Figure 1. Supply network (run 1).
Scale: 6 px per µm. Pins as bars on the die edge.
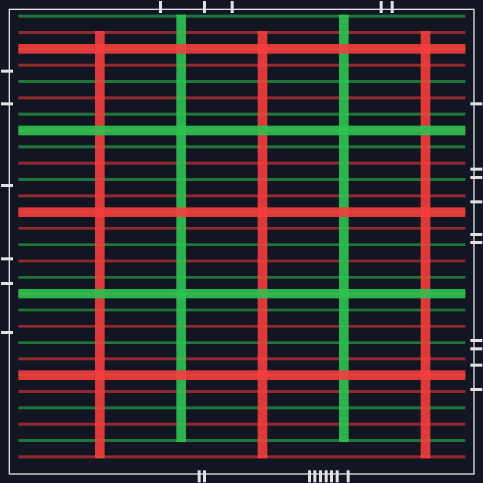
Figure 2. Routing congestion (run 1).
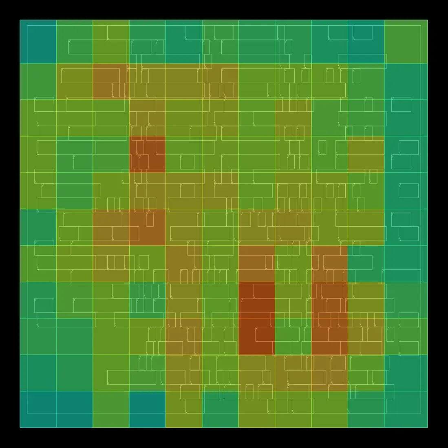
Figure 3. Cell density map (run 1).
Scale: 4 px per µm. 8 x 8 tiles, from white (low) to dark blue (high), 0 to 100% covered.
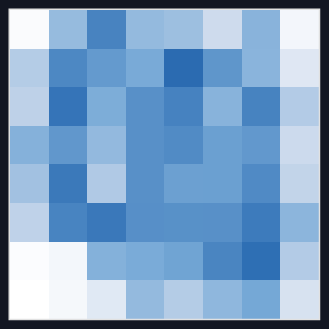
Figure 4. Clock network drawn from the DEF (run 1).
Scale: 8 px per µm.
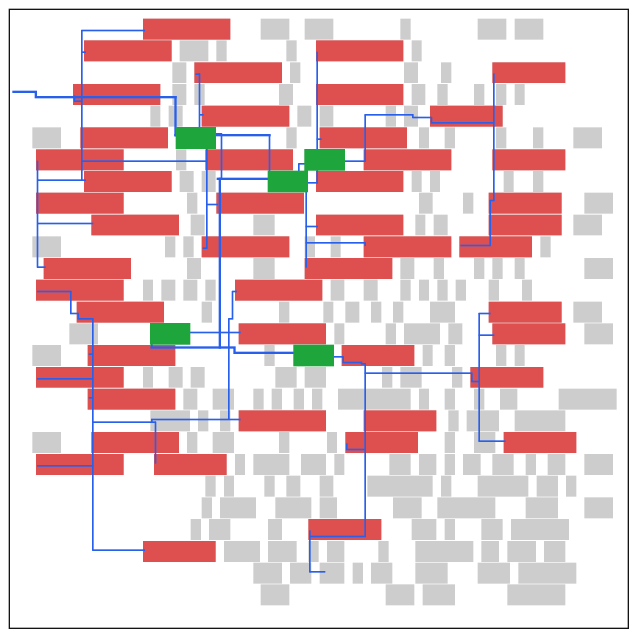
$ cat src/rtl/sfifo_ext_if.sv
// Producer/consumer handshake bundle for sfifo_ext: push/pop strobes, data and status.
interface sfifo_ext_if #(
  parameter int unsigned WIDTH = 8,
  parameter int unsigned DEPTH = 2
);
  logic             store;
  logic             read;
  logic [WIDTH-1:0] wdata;
  logic             clear_err;
  logic [WIDTH-1:0] rdata;
  logic             empty;
  logic             full;
  logic [DEPTH:0]   count;
  logic             afull;
  logic             aempty;
  logic             overflow;
  logic             underflow;

  modport master (
    output store, read, wdata, clear_err,
    input  rdata, empty, full, count, afull, aempty, overflow, underflow
  );

  modport slave (
    input  store, read, wdata, clear_err,
    output rdata, empty, full, count, afull, aempty, overflow, underflow
  );
endinterface

$ cat src/rtl/sfifo_ext.sv
// Synchronous FIFO using all 2^DEPTH slots, with occupancy, programmable
// almost flags, sticky error flags and optional first-word-fall-through read.
module sfifo_ext #(
  parameter int unsigned WIDTH  = 8,
  parameter int unsigned DEPTH  = 2,
  parameter bit          FWFT   = 1'b0,
  parameter int unsigned AFULL  = (2**DEPTH) - 1,
  parameter int unsigned AEMPTY = 1
) (
  input  logic       clk,
  input  logic       reset_n,
  sfifo_ext_if.slave bus
);
  localparam logic [DEPTH:0] N_ENT = (DEPTH+1)'(1) << DEPTH;

  logic [WIDTH-1:0] mem_q [2**DEPTH];
  logic [DEPTH:0]   wpos_q, wpos_d, rpos_q, rpos_d;
  logic             ovf_q, ovf_d, unf_q, unf_d;
  logic [DEPTH:0]   count;
  logic             empty, full, rd_ok, wr_ok;

  // Status comes only from registered pointers; the extra wrap bit
  // distinguishes full from empty so every slot is usable.
  assign count = wpos_q - rpos_q;
  assign empty = (count == '0);
  assign full  = (count == N_ENT);

  assign rd_ok = bus.read & ~empty;
  assign wr_ok = bus.store & (~full | rd_ok);

  always_comb begin
    wpos_d = wpos_q;
    rpos_d = rpos_q;
    ovf_d  = ovf_q;
    unf_d  = unf_q;
    if (wr_ok) wpos_d = wpos_q + 1'b1;
    if (rd_ok) rpos_d = rpos_q + 1'b1;
    if (bus.clear_err) begin
      ovf_d = 1'b0;
      unf_d = 1'b0;
    end
    if (bus.store & ~wr_ok) ovf_d = 1'b1;
    if (bus.read  & ~rd_ok) unf_d = 1'b1;
  end

  always_ff @(posedge clk or negedge reset_n) begin
    if (!reset_n) begin
      wpos_q <= '0;
      rpos_q <= '0;
      ovf_q  <= 1'b0;
      unf_q  <= 1'b0;
    end else begin
      wpos_q <= wpos_d;
      rpos_q <= rpos_d;
      ovf_q  <= ovf_d;
      unf_q  <= unf_d;
    end
  end

  // Storage is deliberately not reset; writes are blocked while reset is held.
  always_ff @(posedge clk) begin
    if (wr_ok && reset_n) mem_q[wpos_q[DEPTH-1:0]] <= bus.wdata;
  end

  generate
    if (FWFT) begin : g_fwft
      assign bus.rdata = mem_q[rpos_q[DEPTH-1:0]];
    end else begin : g_reg
      logic [WIDTH-1:0] rdata_q;
      always_ff @(posedge clk or negedge reset_n) begin
        if (!reset_n)   rdata_q <= '0;
        else if (rd_ok) rdata_q <= mem_q[rpos_q[DEPTH-1:0]];
      end
      assign bus.rdata = rdata_q;
    end
  endgenerate

  assign bus.empty     = empty;
  assign bus.full      = full;
  assign bus.count     = count;
  assign bus.afull     = (32'(count) >= AFULL);
  assign bus.aempty    = (32'(count) <= AEMPTY);
  assign bus.overflow  = ovf_q;
  assign bus.underflow = unf_q;
endmodule
$ cat src/flat_wrapper.sv
// flat-port wrapper written by rule: the top's interface ports become plain ports
module sfifo_ext_flat 
#(
  parameter int unsigned WIDTH  = 8,
  parameter int unsigned DEPTH  = 2,
  parameter bit          FWFT   = 1'b0,
  parameter int unsigned AFULL  = (2**DEPTH) - 1,
  parameter int unsigned AEMPTY = 1
)
  (clk, reset_n, bus_store, bus_read, bus_wdata, bus_clear_err, bus_rdata, bus_empty, bus_full, bus_count, bus_afull, bus_aempty, bus_overflow, bus_underflow);
  sfifo_ext_if #(.WIDTH(WIDTH), .DEPTH(DEPTH)) bus_i ();
  input  logic clk;
  input  logic reset_n;
  input wire logic [$bits(bus_i.store)-1:0] bus_store;
  input wire logic [$bits(bus_i.read)-1:0] bus_read;
  input wire logic [$bits(bus_i.wdata)-1:0] bus_wdata;
  input wire logic [$bits(bus_i.clear_err)-1:0] bus_clear_err;
  output wire logic [$bits(bus_i.rdata)-1:0] bus_rdata;
  output wire logic [$bits(bus_i.empty)-1:0] bus_empty;
  output wire logic [$bits(bus_i.full)-1:0] bus_full;
  output wire logic [$bits(bus_i.count)-1:0] bus_count;
  output wire logic [$bits(bus_i.afull)-1:0] bus_afull;
  output wire logic [$bits(bus_i.aempty)-1:0] bus_aempty;
  output wire logic [$bits(bus_i.overflow)-1:0] bus_overflow;
  output wire logic [$bits(bus_i.underflow)-1:0] bus_underflow;
  assign bus_i.store = bus_store;
  assign bus_i.read = bus_read;
  assign bus_i.wdata = bus_wdata;
  assign bus_i.clear_err = bus_clear_err;
  assign bus_rdata = bus_i.rdata;
  assign bus_empty = bus_i.empty;
  assign bus_full = bus_i.full;
  assign bus_count = bus_i.count;
  assign bus_afull = bus_i.afull;
  assign bus_aempty = bus_i.aempty;
  assign bus_overflow = bus_i.overflow;
  assign bus_underflow = bus_i.underflow;
  sfifo_ext #(.WIDTH(WIDTH), .DEPTH(DEPTH), .FWFT(FWFT), .AFULL(AFULL), .AEMPTY(AEMPTY)) u_core (.clk(clk), .reset_n(reset_n), .bus(bus_i));
endmodule
$ cat config.mk
export PLATFORM = sky130hd
export DESIGN_NAME = sfifo_ext_flat
export DESIGN_NICKNAME = d
export VERILOG_FILES = /design/src/rtl/sfifo_ext_if.sv /design/src/rtl/sfifo_ext.sv /design/src/flat_wrapper.sv
export SDC_FILE = /design/constraint.sdc
export NUM_CORES = 1
export LEC_CHECK = 0
export ABC_AREA = 1
export ABC_CLOCK_PERIOD_IN_PS = 2840
export CELL_PAD_IN_SITES_DETAIL_PLACEMENT = 1
export CELL_PAD_IN_SITES_GLOBAL_PLACEMENT = 1
export CORE_UTILIZATION = 37
export CTS_CLUSTER_SIZE = 30
export DETAILED_ROUTE_END_ITERATION = 7
export GPL_ROUTABILITY_DRIVEN = 0
export PLACE_DENSITY_LB_ADDON = 0.25
export SLEW_MARGIN = 5
export SYNTH_ARGS = -nofsm -noshare
export SYNTH_HDL_FRONTEND = slang
export SYNTH_SLANG_ARGS = --single-unit
$ cat constraint.sdc
create_clock -name clk -period 2.84 [get_ports clk]
set_input_delay 0.852 -clock clk [delete_from_list [all_inputs] [get_ports clk]]
set_output_delay 0.852 -clock clk [all_outputs]
set_load 0.05 [all_outputs]
==> run notes, run 1 <==
run metrics: Top cells by area edfxtp_1, dfrtp_1, nand2_1, Top delay family on crit path adder cells, Post-Synthesis Cells 193, total gr overflow 0, layout cells sized above 1 0.208, pin count of the biggest net entering global routing 20, Post-Syn Area 2090 µm², Commonest flop edfxtp_1, status completed, max-slew violation count 0, Slew Limit Headroom 0.673, Buf+Inv Stages, Crit Path 4, final instance area 2760 µm², First-pass DRT Iterations 4, TAP cells 72, syn_area_per_cell 10.8 µm², clkbuf count 7, comb. cell area 663 µm², Worst Path Arrival 1.90 ns, fin crit share 0.968, clock-cell share of area 0.0344, row count 27, Seq cells post-synth 48, nets 259, Tmin final 2.75 ns, Placement Setup Slack 0.0853 ns, CP max stage delay 0.57 ns, hold_ws 0.483 ns, Max Clock Freq 364 MHz, diode count 0
About Figure 1:
legend:
  green:
    net: VDD
  red:
    net: VSS
met5 straps: 5
met4 straps: 5
met1 rails: 28
Die Ht: 77.2 µm
die width: 77.2 µm
Floorplan Core Area: 5470 µm²

About Figure 2:
met3 usage: 0.0333
GRT Resource Usage Total: 0.156

About Figure 3:
tiles over 75% full: 1.6%
fullest tile: 76%
mean over tiles: 45%
emptiest ninth of the die: lower left
FP Util: 0.382
Core Util, Final: 0.505

About Figure 4:
legend:
  red:
    item: flip-flops
    count: 48
  blue:
    item: clock wires
    length: 486 µm
  green:
    item: cells driving clock nets
    count: 5
routed clock nets: 6
clock skew: 0.00530 ns
clk_lat worst skew: 0.29 ns

[run 1: timing repair]
item                                    4_1_cts  5_1_grt
pin swaps                                     2        6
endpoints found under the setup margin        4        4
setup buffers                                 3        5
gates resized                                11        6
[run 1: cells by family after synthesis]
group,count (synthesis),share of synthesized area
adder cells (fa/ha/maj),7,0.0455
flip-flops,48,0.651
AND/OR/NAND/NOR,82,0.169
XOR/XNOR,2,0.00837
AND-OR/OR-AND,28,0.0682
buffers and inverters,26,0.0580
[run 1: metal layers]
metal / vias up / GRT usage
met2: 20 / 0.265
li1: 722 / -
met5: - / 0
met1: 680 / 0.207
met4: 0 / 0.0283
met3: 4 / 0.0333
[run 1: cells in the final DEF (no fill, tap or decap)]
cell type / Yosys / layout
nand2_1: 41 / 40
o22ai_1: 2 / 2
inv_2: 2 / 4
o21ai_2: 0 / 1
buf_12: 0 / 6
xor2_1: 1 / 1
xnor2_1: 1 / 1
clkbuf_1: 0 / 1
nor2_4: 0 / 1
nand3_4: 1 / 2
inv_1: 18 / 14
ha_1: 6 / 5
dfrtp_1: 16 / 16
nand2_2: 3 / 2
inv_4: 0 / 2
edfxtp_1: 32 / 32
ha_4: 0 / 1
clkdlybuf4s50_1: 0 / 22
buf_4: 3 / 16
clkinv_4: 0 / 1
nor2_2: 0 / 1
nor2_1: 30 / 28
nand2_4: 1 / 3
fa_2: 0 / 1
o21ai_1: 7 / 7
clkbuf_8: 0 / 6
nand3_1: 4 / 3
buf_6: 1 / 1
nand3_2: 2 / 2
o21ai_0: 19 / 18
==> run 1 -> run 2 <==
Settings changed: ABC_CLOCK_PERIOD_IN_PS 2840 to 3000, CTS_BUF_LIST from default to sky130_fd_sc_hd__clkbuf_16.
Clock period 2.84 ns to 3 ns, I/O delays scaled along.
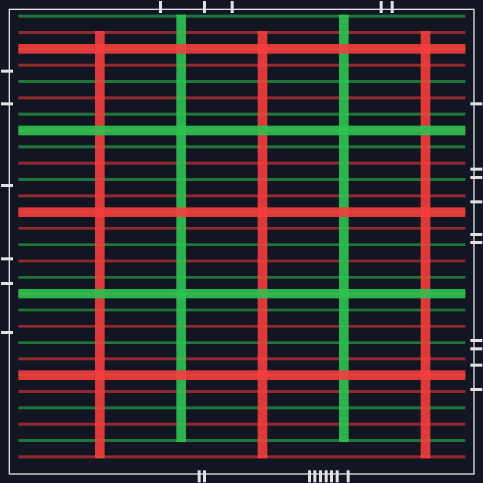
Figure 5: run 2, supply network.
Scale: 6 px per µm. Pins as bars on the die edge.
legend:
  green:
    net: VDD
  red:
    net: VSS
met5 straps: 5
met4 straps: 5

==> run notes, run 2 <==
run metrics: status completed, met3 usage 0.0393 (+0.00595), layout cells sized above 1 0.150 (-0.0581), Placement Setup Slack 0.268 ns (+0.183 ns), Most Crowded Layer GR met2, FP Util 0.382 (unchanged), Seq cells post-synth 48 (unchanged), clock skew 0.00791 ns (+0.00261 ns), max-slew violation count 0 (unchanged), Slew Limit Headroom 0.670 (-0.00332), Die Ht 77.2 µm (unchanged), Floorplan Core Area 5470 µm² (unchanged), die width 77.2 µm (unchanged), most instantiated logic cells after routing nand2_1, edfxtp_1, nor2_1, hold_ws 0.476 ns (-0.00682 ns), clk_lat worst skew 0.28 ns (about the same), met2 Use GR 0.249 (-0.0159), Max Clock Freq 347 MHz, syn_area_per_cell 10.8 µm² (unchanged)
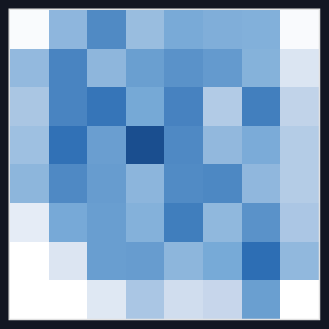
Figure 6: run 2, cell density map.
Scale: 4 px per µm. 8 x 8 tiles, from white (low) to dark blue (high), 0 to 100% covered.
densest ninth of the die: center
fullest tile: 88%
mean over tiles: 44%
Core Util, Final: 0.493

-- run 2: worst max path at each step --
stage,to,start,slack [ns],cells after the start
6_report,bus_empty,u_core.wpos_q[0]$_DFFE_PN0P_,0.12,8
2_1_floorplan,bus_afull,u_core.wpos_q[0]$_DFFE_PN0P_,0.08,8
5_1_grt,bus_afull,u_core.wpos_q[0]$_DFFE_PN0P_,0.02,9
3_5_place_dp,bus_empty,u_core.wpos_q[0]$_DFFE_PN0P_,0.27,8
4_1_cts,bus_empty,u_core.wpos_q[0]$_DFFE_PN0P_,0.04,8
3_3_place_gp,bus_empty,u_core.wpos_q[0]$_DFFE_PN0P_,0.33,8
-- run 2: critical path: cells and delay by family, from the launching register on --
family,cells,cell delay (ns)
simple gates,2,0.23
buf+inv,4,0.42
flops,1,0.34
fa+ha+maj,2,0.72
-- run 2: layer usage --
metal / routed length, µm / share of wire
met2: 1960 / 0.49
met1: 1930 / 0.48
met4: 19 / 0.0047
met5: 0 / 0
met3: 109 / 0.027
-- run 2: logic make-up after synthesis --
group           share of synthesized area
flops                               0.651
xor+xnor                          0.00837
buf+inv                            0.0580
compound gates                     0.0682
simple gates                        0.169
fa+ha+maj                          0.0455
-- run 2: layout make-up --
cell class / instances / area, µm²
fillers: 615 / 2780
flip-flops and latches: 48 / 1360
well taps: 72 / 90.1
multi-input cells: 119 / 614
repair buffers: 38 / 415
inverters: 20 / 75.1
clock buffers: 5 / 125
clock inverters: 3 / 16.3
-- run 2: what timing repair did --
item                       in CTS  in global routing
setup buffers                   1                  0
hold buffers                    0                  0
setup endpoints to repair       1                  1
gates resized                   0                  2
